$ cat config.mk
export PLATFORM = sky130hd
export DESIGN_NAME = game_end_screen
export DESIGN_NICKNAME = d
export VERILOG_FILES = /design/src/rtl/game_end_pkg.sv /design/src/rtl/end_text_mask.sv /design/src/rtl/game_end_screen.sv
export SDC_FILE = /design/constraint.sdc
export NUM_CORES = 1
export LEC_CHECK = 0
export CAP_MARGIN = 10
export CORE_UTILIZATION = 35
export CTS_BUF_LIST = sky130_fd_sc_hd__clkbuf_2 sky130_fd_sc_hd__clkbuf_4 sky130_fd_sc_hd__clkbuf_8
export DETAILED_ROUTE_END_ITERATION = 16
export GPL_ROUTABILITY_DRIVEN = 0
export SYNTH_ARGS = -nofsm -noshare
export SYNTH_HDL_FRONTEND = slang
export SYNTH_HIERARCHICAL = 1
export SYNTH_SLANG_ARGS = --single-unit
$ cat constraint.sdc
create_clock -name clk -period 6.5 [get_ports clk]
set_input_delay 1.3 -clock clk [delete_from_list [all_inputs] [get_ports clk]]
set_output_delay 1.3 -clock clk [all_outputs]
set_load 0.05 [all_outputs]
$ cat src/rtl/game_end_pkg.sv
// Shared constants, state/mode encodings and the glyph rectangle list for the
// "TOO / LATE" end-of-game screen.
package game_end_pkg;

  localparam int unsigned OLED_W = 96;
  localparam int unsigned OLED_H = 64;

  localparam logic [15:0] COL_BLACK = 16'h0000;
  localparam logic [15:0] COL_WHITE = 16'hFFFF;

  typedef enum logic [1:0] {
    StIdle,
    StEnter,
    StHold,
    StDone
  } state_e;

  typedef enum logic [1:0] {
    ModeStatic = 2'd0,
    ModeBlink  = 2'd1,
    ModeScroll = 2'd2,
    ModeInvert = 2'd3
  } mode_e;

  // Inclusive rectangle in text-local coordinates.
  typedef struct packed {
    logic [6:0] x0;
    logic [6:0] x1;
    logic [5:0] y0;
    logic [5:0] y1;
  } rect_t;

  localparam int unsigned NumRects = 22;

  localparam rect_t TextRects [NumRects] = '{
    '{7'd8,  7'd20, 6'd9,  6'd11}, '{7'd12, 7'd17, 6'd12, 6'd23},
    '{7'd24, 7'd29, 6'd9,  6'd23}, '{7'd30, 7'd32, 6'd9,  6'd11},
    '{7'd30, 7'd32, 6'd21, 6'd23}, '{7'd33, 7'd35, 6'd9,  6'd23},
    '{7'd39, 7'd44, 6'd9,  6'd23}, '{7'd45, 7'd47, 6'd9,  6'd11},
    '{7'd45, 7'd47, 6'd21, 6'd23}, '{7'd48, 7'd50, 6'd9,  6'd23},
    '{7'd9,  7'd14, 6'd39, 6'd50}, '{7'd9,  7'd20, 6'd51, 6'd53},
    '{7'd24, 7'd29, 6'd39, 6'd53}, '{7'd30, 7'd32, 6'd39, 6'd41},
    '{7'd30, 7'd32, 6'd45, 6'd47}, '{7'd33, 7'd35, 6'd39, 6'd53},
    '{7'd39, 7'd50, 6'd39, 6'd41}, '{7'd42, 7'd47, 6'd42, 6'd53},
    '{7'd54, 7'd59, 6'd39, 6'd53}, '{7'd60, 7'd65, 6'd39, 6'd41},
    '{7'd60, 7'd62, 6'd45, 6'd47}, '{7'd60, 7'd65, 6'd51, 6'd53}
  };

  function automatic logic in_rect(rect_t r, logic [6:0] u, logic [5:0] v);
    return (u >= r.x0) && (u <= r.x1) && (v >= r.y0) && (v <= r.y1);
  endfunction

endpackage

$ cat src/rtl/end_text_mask.sv
// Combinational text mask: hit is high when (u, v) lies inside any glyph rectangle.
module end_text_mask
  import game_end_pkg::*;
(
  input  logic [6:0] u,
  input  logic [5:0] v,
  output logic       hit
);

  always_comb begin
    hit = 1'b0;
    for (int i = 0; i < NumRects; i++) begin
      if (in_rect(TextRects[i], u, v)) hit = 1'b1;
    end
  end

endmodule

$ cat src/rtl/game_end_screen.sv
// End-of-game screen: sequencing FSM, per-frame effect counters and the registered
// pixel colour for the OLED pipeline.
module game_end_screen
  import game_end_pkg::*;
#(
  parameter logic [15:0] FG_COLOUR    = COL_BLACK,
  parameter logic [15:0] BG_COLOUR    = COL_WHITE,
  parameter int unsigned HOLD_FRAMES  = 120,
  parameter int unsigned BLINK_FRAMES = 15,
  parameter int unsigned SCROLL_STEP  = 2
) (
  input  logic        clk,
  input  logic        reset,
  input  logic        frame_begin,
  input  logic        start,
  input  logic [1:0]  mode,
  input  logic [6:0]  x,
  input  logic [5:0]  y,
  output logic [15:0] oled_data,
  output logic        active,
  output logic        done
);

  localparam logic [7:0] HoldLast  = 8'(HOLD_FRAMES - 1);
  localparam logic [7:0] BlinkLast = 8'(BLINK_FRAMES - 1);
  localparam logic [7:0] Step      = 8'(SCROLL_STEP);
  localparam logic [6:0] OffStart  = 7'(OLED_W);

  state_e      state_q, state_d;
  mode_e       mode_q, mode_d;
  logic [6:0]  offset_q, offset_d;
  logic [7:0]  frame_cnt_q, frame_cnt_d;
  logic [7:0]  blink_cnt_q, blink_cnt_d;
  logic        phase_q, phase_d;
  logic [15:0] oled_data_q, oled_data_d;
  logic        active_q, active_d;
  logic        done_q, done_d;

  logic [7:0]  off_sub;
  logic [6:0]  off_next;
  logic        past_off;
  logic [6:0]  u;
  logic        mask_hit;
  logic        text_hit;

  end_text_mask u_mask (
    .u   (u),
    .v   (y),
    .hit (mask_hit)
  );

  // Bit 7 of the 8-bit difference flags underflow; clamp to the left edge.
  assign off_sub  = {1'b0, offset_q} - Step;
  assign off_next = off_sub[7] ? 7'd0 : off_sub[6:0];

  assign past_off = (x >= offset_q);
  assign u        = past_off ? (x - offset_q) : 7'd0;
  assign text_hit = past_off && mask_hit;

  always_comb begin
    state_d     = state_q;
    mode_d      = mode_q;
    offset_d    = offset_q;
    frame_cnt_d = frame_cnt_q;
    blink_cnt_d = blink_cnt_q;
    phase_d     = phase_q;

    if (start) begin
      mode_d      = mode_e'(mode);
      frame_cnt_d = 8'd0;
      blink_cnt_d = 8'd0;
      phase_d     = 1'b0;
      if (mode_e'(mode) == ModeScroll) begin
        offset_d = OffStart;
        state_d  = StEnter;
      end else begin
        offset_d = 7'd0;
        state_d  = StHold;
      end
    end else if (frame_begin) begin
      unique case (state_q)
        StEnter: begin
          offset_d = off_next;
          if (off_next == 7'd0) begin
            state_d     = StHold;
            frame_cnt_d = 8'd0;
            blink_cnt_d = 8'd0;
            phase_d     = 1'b0;
          end
        end
        StHold: begin
          frame_cnt_d = frame_cnt_q + 8'd1;
          if (frame_cnt_q == HoldLast) state_d = StDone;
          if (blink_cnt_q == BlinkLast) begin
            blink_cnt_d = 8'd0;
            phase_d     = ~phase_q;
          end else begin
            blink_cnt_d = blink_cnt_q + 8'd1;
          end
        end
        default: ;
      endcase
    end

    active_d = (state_d == StEnter) || (state_d == StHold);
    done_d   = (state_d == StDone);
  end

  // Colour reflects the state before this cycle's update.
  always_comb begin
    oled_data_d = BG_COLOUR;
    unique case (state_q)
      StEnter, StDone: oled_data_d = text_hit ? FG_COLOUR : BG_COLOUR;
      StHold: begin
        if (phase_q && (mode_q == ModeBlink)) begin
          oled_data_d = BG_COLOUR;
        end else if (phase_q && (mode_q == ModeInvert)) begin
          oled_data_d = text_hit ? BG_COLOUR : FG_COLOUR;
        end else begin
          oled_data_d = text_hit ? FG_COLOUR : BG_COLOUR;
        end
      end
      default: oled_data_d = BG_COLOUR;
    endcase
    // y is only 6 bits wide so it can never exceed the panel height.
    if (x >= 7'(OLED_W)) oled_data_d = BG_COLOUR;
  end

  always_ff @(posedge clk) begin
    if (reset) begin
      state_q     <= StIdle;
      mode_q      <= ModeStatic;
      offset_q    <= 7'd0;
      frame_cnt_q <= 8'd0;
      blink_cnt_q <= 8'd0;
      phase_q     <= 1'b0;
      oled_data_q <= BG_COLOUR;
      active_q    <= 1'b0;
      done_q      <= 1'b0;
    end else begin
      state_q     <= state_d;
      mode_q      <= mode_d;
      offset_q    <= offset_d;
      frame_cnt_q <= frame_cnt_d;
      blink_cnt_q <= blink_cnt_d;
      phase_q     <= phase_d;
      oled_data_q <= oled_data_d;
      active_q    <= active_d;
      done_q      <= done_d;
    end
  end

  assign oled_data = oled_data_q;
  assign active    = active_q;
  assign done      = done_q;

endmodule

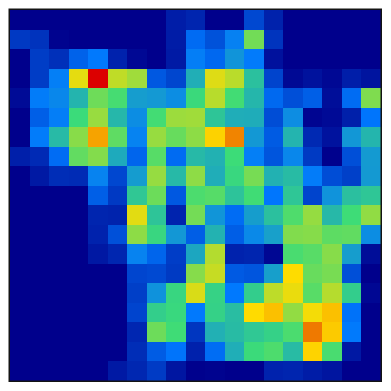
**Above:** wiring heat map.
Scale: 4 px per um. The die is cut into 19 by 19 equal tiles; dark blue is low, red is high, scaled to the fullest tile. Values are wire area over tile area, all layers added.
fullest tile	0.49
densest ninth of the die	center
emptiest ninth of the die	south-west
tiles over half the peak	20%
mean over tiles	0.12

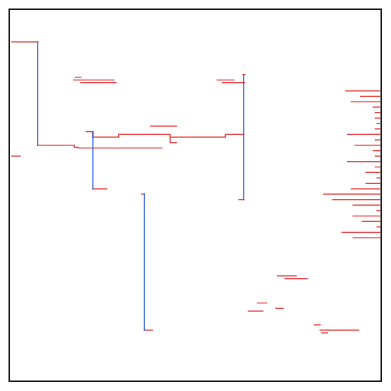
**Above:** metal layers overlaid.
Scale: 4 px per um. Two of the layers only.
color	layer	wire length
blue	met4	105 um
red	met3	290 um

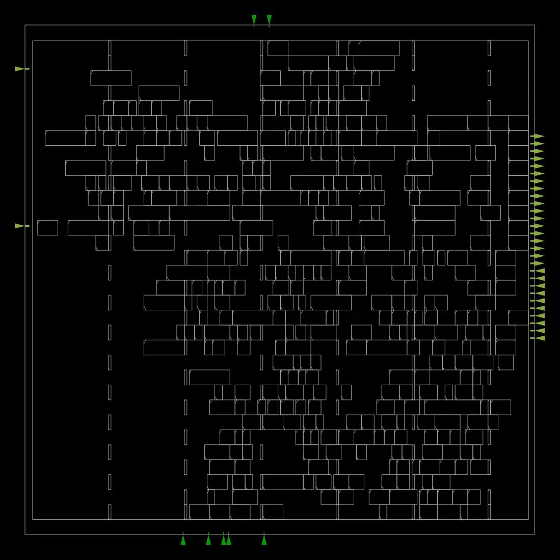
**Above:** placement view.
Core Region: 0.00785 mm2
final core occ: 41.4%
count of placed standard cells in the final layout, fillers left out: 486
number of fillers in the final layout: 813

==> cells in the final DEF, fill, tap and decap left out, drive strengths merged, types with 3 or more instances in the layout <==
master,Yosys,layout
nor4,3,3
o31ai,8,8
nand4bb,3,3
a2111oi,3,3
nand4b,3,3
a211oi,4,4
inv,17,17
nor3b,7,7
xnor2,3,3
a31oi,9,9
nand2b,8,8
and3,5,5
ha,16,16
dfxtp,31,31
or4,4,4
clkdlybuf4s50,0,36
nor2b,14,14
o21ai,20,20
and2,4,4
o21bai,3,3
nand2,22,22
a21oi,22,22
mux2i,3,3
nor3,11,11
nor2,33,33
nand4,10,10
clkbuf,6,6
or3,9,9
nand3,19,19
xor2,7,7
nand3b,3,3
==> area by class of cell <==
class                      instances  share of cell area, %
multi-input combinational        290                   60.0
sequential                        31                   19.1
timing repair buffer              37                   11.3
tap                              102                   3.93
clock buffer                       6                   2.54
inverter                          18                   2.08
clock inverter                     2                   1.08
==> per-layer routing <==
layer,GRT usage (%),up-vias
met4,5.26,0
met1,20.9,1281
li1,-,1378
met2,25.7,65
met3,2.96,9
met5,0,-
==> metrics by stage <==
stage / hold WS, ns / worst slack [ns] / std cells / cell area (um2) / util [%]
global placement: 0.465 / 1.43 / 478 / 3130 / 39.9
CTS: 0.481 / 1.53 / 486 / 3250 / 41.4
detailed placement: 0.468 / 1.23 / 478 / 3130 / 39.9
global route: 0.498 / 1.15 / 486 / 3250 / 41.4
floorplan: 0.447 / 2.47 / 376 / 2880 / -
finish: 0.479 / 1.55 / 486 / 3250 / 41.4
==> worst min-delay path, delay by kind of cell, from the launching register on <==
kind | cells | cell delay (ns)
flip-flops | 1 | 0.32
AND-OR/OR-AND | 2 | 0.11
==> impl.org <==
#+TITLE: Implementation results

** Status
- Status :: finished clean

** Logic synthesis
- The largest total area in the synthesized netlist belongs to dfxtp_1.
- For reference, the post-synthesis area per instance comes to ~7.6 um2.
- By count the netlist is led by nor2_1 (32), dfxtp_1 (31), nand2_1 (22).
- Synthesized-area fraction occupied by and/or/nand/nor cells :: 32.3%
- Of the total synthesized cell area, the portion taken by XOR and XNOR cells is between 3 and 4%.
- Cell count listed in synth_stat.txt :: 376
- Among the non-sequential cells, simple AND/OR/NAND/NOR gates take the most area.
- Area fraction in full adders, half adders and majority gates :: under 10%
- Counting every net in the synthesized netlist gives between 400 and 500.
- In this run, synthesis inferred 0 flip-flops with an integrated enable.
- Count of cell types in the netlist :: 68
- Sequential element share of the synthesized area :: between 20% and 30%
- Top_reg_cell synth :: dfxtp_1
- Area fraction in compound gates :: 23.3%
- After technology mapping, the gate count stands at 376.

** Setup path
- Critical path's most frequent cell :: nor2_1
- Nature of the critical path endpoint :: register
- Family with the most delay on the worst path :: simple AND/OR/NAND/NOR gates
- Startpoint-to-endpoint class of the critical path :: input pin to register
- Measured in cells, the most critical reg-to-reg path has a length of 14.
- Setup slack on the worst reg-to-reg path comes out at roughly 2.5 ns.
- The OpenROAD report gives the critical path a data arrival time of 5.18 ns.
- Buffer-and-inverter tally for the worst setup path :: 1
- In this run the number of cells on the critical path is 14.
- Kind of launch point of the worst setup path :: input pin
- The critical path goes through clkdlybuf4s50_1 > ha_1 > nor2b_1 > o31ai_1 > a211oi_1 > nor2_1 > nor2_1 > nor3_1 > a21bo_1 > a32o_1 > nor4_1 > nand4_1 > o21ai_0 > mux2i_1.
- Endpoint required time on the critical path :: 6.73 ns

** STA
- After layout, the worst path uses 76.1% of the clock period.
- RSZ-0062 raised after global routing :: no
- In the final timing run, aggregate negative setup slack is 0 ns.

** Clocking
- Maximum clock insertion buffer count :: 2
- The clock reaches the later pin of the worst-skew pair after 0.29 ns.
- Counting the buffers created by CTS gives 5.
- Clock sink count :: 31

** Min path
- Destination of the worst hold path :: frame_cnt_q[7]
- Number of cells traversed by the worst hold path :: 2
- According to the hold report, the worst path is of the register to register type.

** Drt
- The first routing iteration left 126 violations.
- Routed wire length :: 6.54 mm
- Routed wire per std cell :: between 10 and 15 um
- Top layer in use :: met4
- For this run, the detailed router reports a per-instance via density of 5.62.
- In the detailed route, the total length drawn on met3 is 289 um.

** Run
- Count of maximum capacitance violations :: 0

** Global route
- Via count of the first global-routing pass :: 2461
- The first global-routing pass estimated about 11 mm of wire.
- Initial antenna violation count :: 0
- Entering global routing, the biggest net connects 20 pins.

** Layout
- # nets final :: about 420
- FF/Latch Area :: roughly 620 um2
- Summing all multi-input logic gate instances after layout gives 0.00195 mm2.
- The largest registers in the layout are blink_cnt_q (8), frame_cnt_q (8), offset_q (7).

** Floorplan
- Die W :: 92.6 um
- Top-level port count :: 37

** Power
- In this run, the combinational gates consume about a third of the power.
- The analysis reports a worst IR drop on VDD of between 0.0001 and 0.00015 V.
- Sequential power share :: about 33%

** Placement
- Final HPWL from detailed placement :: 4.84 mm
Power is estimated from default activity; no workload was simulated.
